**src/rtl/midi_pkg.sv**
```systemverilog
// Shared MIDI definitions for the note parser slice.
//   - status-kind constants (upper nibble of a channel status byte)
//   - t_parse_state : byte-parser FSM states
//   - t_note_event  : one buffered note event {note_on, note_num, velocity}
//   - has_one_data  : true for kinds that carry a single data byte
package midi_pkg;

  localparam logic [3:0] ST_NOTE_OFF = 4'h8;
  localparam logic [3:0] ST_NOTE_ON  = 4'h9;
  localparam logic [3:0] ST_POLY_AT  = 4'hA;
  localparam logic [3:0] ST_CC       = 4'hB;
  localparam logic [3:0] ST_PROG     = 4'hC;
  localparam logic [3:0] ST_CHAN_AT  = 4'hD;
  localparam logic [3:0] ST_PITCH    = 4'hE;

  typedef enum logic [1:0] {
    S_WAIT_STATUS = 2'd0,
    S_WAIT_DATA1  = 2'd1,
    S_WAIT_DATA2  = 2'd2
  } t_parse_state;

  typedef struct packed {
    logic       note_on;
    logic [6:0] note_num;
    logic [6:0] velocity;
  } t_note_event;

  function automatic logic has_one_data(input logic [3:0] kind);
    return (kind == ST_PROG) || (kind == ST_CHAN_AT);
  endfunction

endpackage

```
**src/rtl/midi_event_fifo.sv**
```systemverilog
// Synchronous FIFO of note events.
//   clk, reset_n : clock, asynchronous active-low reset (empties and zeroes storage)
//   push, din    : write request and event; accepted when not full, or when
//                  a pop is accepted in the same cycle
//   pop          : read request; ignored while empty
//   empty, full  : occupancy flags decoded from the registered count
//   head         : oldest stored event
import midi_pkg::*;

module midi_event_fifo #(
  parameter int DEPTH = 4
) (
  input  logic        clk,
  input  logic        reset_n,
  input  logic        push,
  input  t_note_event din,
  input  logic        pop,
  output logic        empty,
  output logic        full,
  output t_note_event head
);

  localparam int AW = $clog2(DEPTH);
  localparam int CW = AW + 1;

  t_note_event   mem [DEPTH];
  logic [AW-1:0] wr_ptr;
  logic [AW-1:0] rd_ptr;
  logic [CW-1:0] count;

  logic do_pop;
  logic do_push;

  assign empty   = (count == '0);
  assign full    = (count == CW'(DEPTH));
  assign do_pop  = pop & ~empty;
  assign do_push = push & (~full | do_pop);
  assign head    = mem[rd_ptr];

  // NOTE: storage is reset as well as the pointers, so head reads as zero
  // after reset instead of exposing stale events.
  always_ff @(posedge clk or negedge reset_n) begin
    if (!reset_n) begin
      wr_ptr <= '0;
      rd_ptr <= '0;
      count  <= '0;
      for (int i = 0; i < DEPTH; i++) mem[i] <= '0;
    end else begin
      if (do_push) begin
        mem[wr_ptr] <= din;
        wr_ptr      <= wr_ptr + 1'b1;  // power-of-two depth: wraps naturally
      end
      if (do_pop) rd_ptr <= rd_ptr + 1'b1;
      case ({do_push, do_pop})
        2'b10:   count <= count + 1'b1;
        2'b01:   count <= count - 1'b1;
        default: count <= count;
      endcase
    end
  end

endmodule

```
**src/rtl/midi_note_parser.sv**
```systemverilog
// MIDI byte parser: decodes note-on / note-off on one channel (with running
// status) and queues events for poly2mono.
//   clk, reset_n  : clock, asynchronous active-low reset
//   byte_valid    : one-cycle strobe qualifying byte_data
//   byte_data     : received MIDI byte
//   ready         : downstream accepts the head event
//   valid_out     : head event available
//   note_on_out   : head event is note-on (1) or note-off (0)
//   note_num_out  : head event note number
//   velocity_out  : head event velocity
//   overflow      : one-cycle pulse when a completed event found the FIFO full
import midi_pkg::*;

module midi_note_parser #(
  parameter int CHANNEL    = 0,
  parameter int FIFO_DEPTH = 4
) (
  input  logic       clk,
  input  logic       reset_n,
  input  logic       byte_valid,
  input  logic [7:0] byte_data,
  input  logic       ready,
  output logic       valid_out,
  output logic       note_on_out,
  output logic [6:0] note_num_out,
  output logic [6:0] velocity_out,
  output logic       overflow
);

  localparam logic [3:0] CHAN = 4'(CHANNEL);

  t_parse_state state;
  logic [3:0]   rs_kind;
  logic [3:0]   rs_chan;
  logic [6:0]   data1;

  logic is_sys;
  logic is_chan;
  logic is_data;
  logic push_evt;
  logic pop_evt;
  logic fifo_empty;
  logic fifo_full;
  t_note_event new_evt;
  t_note_event head_evt;

  // Real-time bytes (0xF8-0xFF) match none of these and leave everything untouched.
  assign is_sys  = byte_valid & (byte_data[7:3] == 5'b11110);
  assign is_chan = byte_valid & byte_data[7] & (byte_data[7:4] != 4'hF);
  assign is_data = byte_valid & ~byte_data[7];

  // The second data byte goes straight into the FIFO, so the event is visible
  // the cycle after the strobe.
  assign push_evt = is_data && (state == S_WAIT_DATA2) &&
                    ((rs_kind == ST_NOTE_ON) || (rs_kind == ST_NOTE_OFF)) &&
                    (rs_chan == CHAN);

  assign new_evt = '{note_on:  (rs_kind == ST_NOTE_ON),
                     note_num: data1,
                     velocity: byte_data[6:0]};

  assign valid_out = ~fifo_empty;
  assign pop_evt   = valid_out & ready;

  always_ff @(posedge clk or negedge reset_n) begin
    if (!reset_n) begin
      state    <= S_WAIT_STATUS;
      rs_kind  <= '0;
      rs_chan  <= '0;
      data1    <= '0;
      overflow <= 1'b0;
    end else begin
      overflow <= push_evt & fifo_full & ~pop_evt;
      if (is_sys) begin
        state   <= S_WAIT_STATUS;
        rs_kind <= '0;
        rs_chan <= '0;
      end else if (is_chan) begin
        // A status byte mid-message simply abandons the partial message.
        state   <= S_WAIT_DATA1;
        rs_kind <= byte_data[7:4];
        rs_chan <= byte_data[3:0];
      end else if (is_data) begin
        case (state)
          S_WAIT_STATUS: state <= S_WAIT_STATUS;
          S_WAIT_DATA1: begin
            data1 <= byte_data[6:0];
            if (!has_one_data(rs_kind)) state <= S_WAIT_DATA2;
          end
          S_WAIT_DATA2: state <= S_WAIT_DATA1;
          default:      state <= S_WAIT_STATUS;
        endcase
      end
    end
  end

  midi_event_fifo #(
    .DEPTH(FIFO_DEPTH)
  ) u_fifo (
    .clk    (clk),
    .reset_n(reset_n),
    .push   (push_evt),
    .din    (new_evt),
    .pop    (pop_evt),
    .empty  (fifo_empty),
    .full   (fifo_full),
    .head   (head_evt)
  );

  assign note_on_out  = head_evt.note_on;
  assign note_num_out = head_evt.note_num;
  assign velocity_out = head_evt.velocity;

endmodule
```
**config.mk**
```make
export PLATFORM = sky130hd
export DESIGN_NAME = midi_note_parser
export DESIGN_NICKNAME = d
export VERILOG_FILES = /design/src/rtl/midi_pkg.sv /design/src/rtl/midi_event_fifo.sv /design/src/rtl/midi_note_parser.sv
export SDC_FILE = /design/constraint.sdc
export NUM_CORES = 1
export LEC_CHECK = 0
export ABC_AREA = 1
export CORE_MARGIN = 5
export CORE_UTILIZATION = 50
export CTS_CLUSTER_SIZE = 20
export DETAILED_ROUTE_END_ITERATION = 16
export HOLD_SLACK_MARGIN = 0.08
export PLACE_DENSITY_LB_ADDON = 0.12
export SYNTH_ARGS = -nofsm -noshare
export SYNTH_HDL_FRONTEND = slang
export SYNTH_SLANG_ARGS = --single-unit
export TNS_END_PERCENT = 30
```
**constraint.sdc**
```tcl
create_clock -name clk -period 2.2 [get_ports clk]
set_input_delay 0.22 -clock clk [delete_from_list [all_inputs] [get_ports clk]]
set_output_delay 0.22 -clock clk [all_outputs]
set_load 0.03 [all_outputs]
```
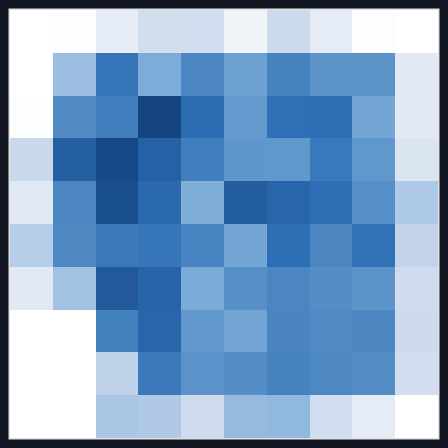
Run 1: local utilization
10 x 10 tiles, from white (low) to dark blue (high), 0 to 100% covered.
- tiles over 75% full: 13%
- emptiest ninth of the die: south-west
- fullest tile: 92%
- densest ninth of the die: centre
- mean over tiles: 46%
area of the core: 8300 um^2
Initial Util: 51.6%
fin util: 60.0%

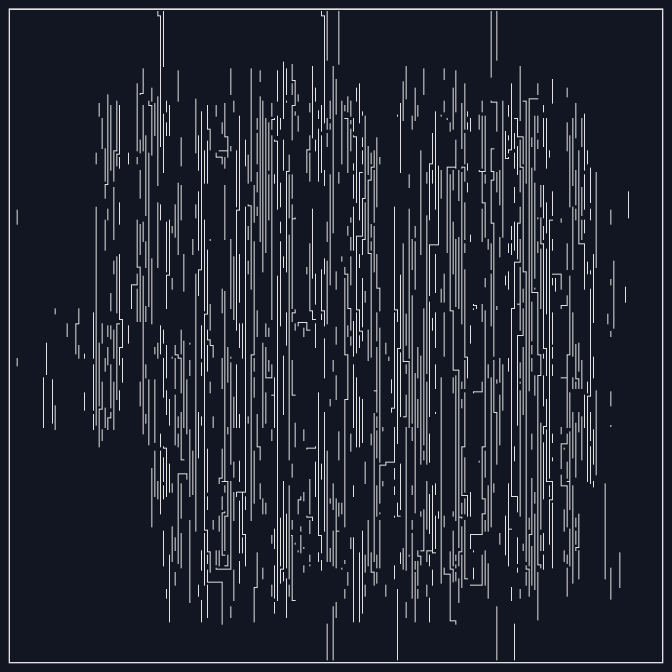
Run 1: M2 wires
- wire length on this layer: 5,340 um
- share of all routed wire: 47%
met2 GRT Util: 35.4%
Via Count: 3,651
total wire length: 11,300 um

==> metrics.cfg, run 1 <==
[floorplan]
fp.dieW_um=103
die_y_um=103
num_io_pins=29

[yosys]
synth-edff-count=0
yosysWarnings=0
ys_area_um2=4280
compound_area_share_pct=8.82
xor_share_pct=0.818
area_leaders=dfrtp_1 (50%), nand2_1 (13%), nand4_1 (8.8%)
mux_area_share_pct=0

[placement]
placed_cells_incl_taps=618

[final_layout]
fillers=714
final_cell_area_um2=4980
nNonClkBuffers=56
logic_area_um2=1820
largest-register=u_fifo.mem
largest_register_ffs=60

[run_status]
outcome=completed

[route]
viasPerCell=5.76
wl_met1_um=5160

[setup_path]
crit_arrival_ns=1.88
cp-endpoint=note_num_out[5]
critPathKind=reg -> out
crit_path_max_fanout=32
r2r-start=u_fifo.count[1]
r2r_slack_ns=0.24
cp-end-kind=primary output
critPathRequiredTime_ns=1.98

[cts]
post_cts_buffers=0
cts_hold_buf=1
numClockSinks=85

[power_and_ir_drop]
power.total_mw=5.34
p_clk_share_pct=25.7
vdd_ir_drop_max_v=0.000498

[grt]
grt_pass1_vias=3564
antenna_found_initial=0
grt_pass1_wl_um=18300

[sta]
fin_crit_ns=2.10
fmax_mhz=476
grt_setup_unrepaired=no

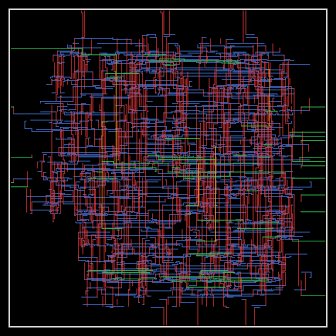
Run 1: metal layers overlaid
- red: met2 (wire length 5,340 um)
- orange: met4 (wire length 134 um)
- green: met3 (wire length 655 um)
- blue: met1 (wire length 5,160 um)
GRT Util Overall: 22.9%
post-detailed-route wirelength per cell: 17.8 um

Run 1, gate families picked out:
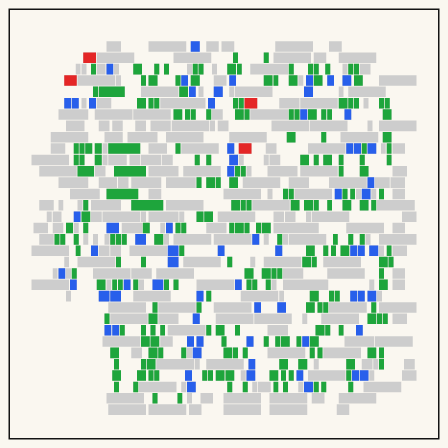

--- run 2 (diff from run 1) ---
--- a/config.mk
+++ b/config.mk
@@ -6,6 +6,7 @@
 export NUM_CORES = 1
 export LEC_CHECK = 0
 export ABC_AREA = 1
+export CORE_ASPECT_RATIO = 0.7
 export CORE_MARGIN = 5
 export CORE_UTILIZATION = 50
 export CTS_CLUSTER_SIZE = 20
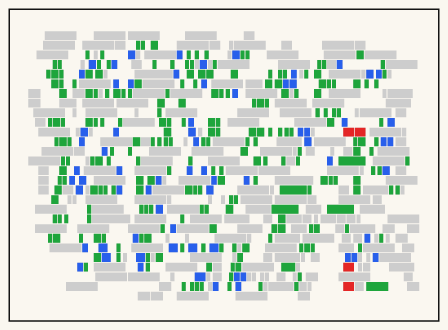
Run 2: gate families picked out
- blue: inverting AOI/OAI gates (cells 68; where all over the die)
- red: XOR/XNOR gates (cells 4)
- green: NAND gates (cells 228)

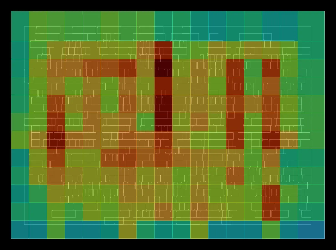
Run 2: routing congestion
met1 usage: 32.8%
post-detailed-route wirelength per cell: 18.0 um

==> metrics.cfg, run 2 <==
[yosys]
compound_area_share_pct=8.82  ; unchanged
ys_cells=492
yosysWarnings=0  ; unchanged
xor_share_pct=0.818  ; unchanged
area_leaders=dfrtp_1 (50%), nand2_1 (13%), nand4_1 (8.8%)
mux_area_share_pct=0  ; unchanged
syn_inst=492
netlist.top_cell.by_area=dfrtp_1
synth-edff-count=0  ; unchanged
top_cell=nand2_1
ys_area_um2=4280  ; unchanged

[route]
routed.top_layer=met4
vias=3639  ; -0.33%
viasPerCell=5.72  ; -0.64%
firstDrtPassIters=5
wl_um=11400  ; +1.2%
wl_met1_um=5250  ; +1.8%

[final_layout]
bufAreaShareNonClock_pct=11.6
largest_register_ffs=60  ; unchanged
design.seq.count=85
mostFrequentLayoutCells=nand2_1 (153), dfrtp_1 (85), nand4_1 (60)
syn2layout_area_growth_pct=19.6
seq_area_um2=2130
nets=544
nNonClkBuffers=57  ; +1.8%
seq_share_pct=41.5
final_cell_area_um2=5120  ; +2.9%
logic_area_um2=1820  ; unchanged
largest-register=u_fifo.mem
reg.largest.list=u_fifo.mem (60), data1 (7)
fillers=750  ; +5.0%
utilization_pct=60.9  ; +0.96 points

[grt]
antenna_found_initial=0  ; unchanged
gr-usage-met2_pct=37.5  ; +2.1 points
grt_start_max_net_pins=68
grt_pass1_vias=3674  ; +3.1%
busiest_layer=met2
grt_pass1_wl_um=19300  ; +5.1%
gr-usage-all-layers_pct=23.6  ; +0.73 points

[worst_hold_path]
hold_path.class=in -> async

[setup_path]
critPathSlowestCell=dlygate4sd2_1
crit_path_max_fanout=30  ; -6.3%
r2r_slack_ns=0.19  ; -0.05 ns
cp_top_family=buffers and inverters
reg2reg_depth=9
cp-end-kind=primary output
r2r-start=u_fifo.count[1]
cp.depth=5
cpPeakStageDelay_ns=0.45
critPathRequiredTime_ns=1.98  ; about the same
critPathKind=reg -> out
crit_arrival_ns=1.84  ; -0.04 ns
cp-endpoint=note_num_out[4]

[cts]
cts_tree=done
clock_latency_ns=0.34
post_cts_buffers=0  ; unchanged
cts_hold_buf=1  ; unchanged
numClockSinks=85  ; unchanged

[placement]
placed_cells_incl_taps=619  ; +0.16%
gp_congestion=0.822
pre_cts_slack_ns=-0.0314

[floorplan]
num_io_pins=29  ; unchanged
chip_area_um2=10500
core_um2=8410  ; +1.3%
die_y_um=87.4  ; -15%
initCoreUtil_pct=51.0  ; -0.67 points
fp.dieW_um=121  ; +18%

[sta]
holdWs_ns=0.299
grt_setup_unrepaired=no
setup_viol_count_final=0
fmax_mhz=486  ; +2.0%
fin_crit_ns=2.06  ; -0.0402 ns

[power_and_ir_drop]
swShare_pct=38.1
power.total_mw=5.83  ; +9.2%
p_switching_mw=2.22
p_leak_nw=2.65
vdd_ir_drop_max_v=0.000538  ; +8.0%
p_clk_share_pct=30.6  ; +4.9 points

[job]
maxCapViolations=0

[run_status]
outcome=completed

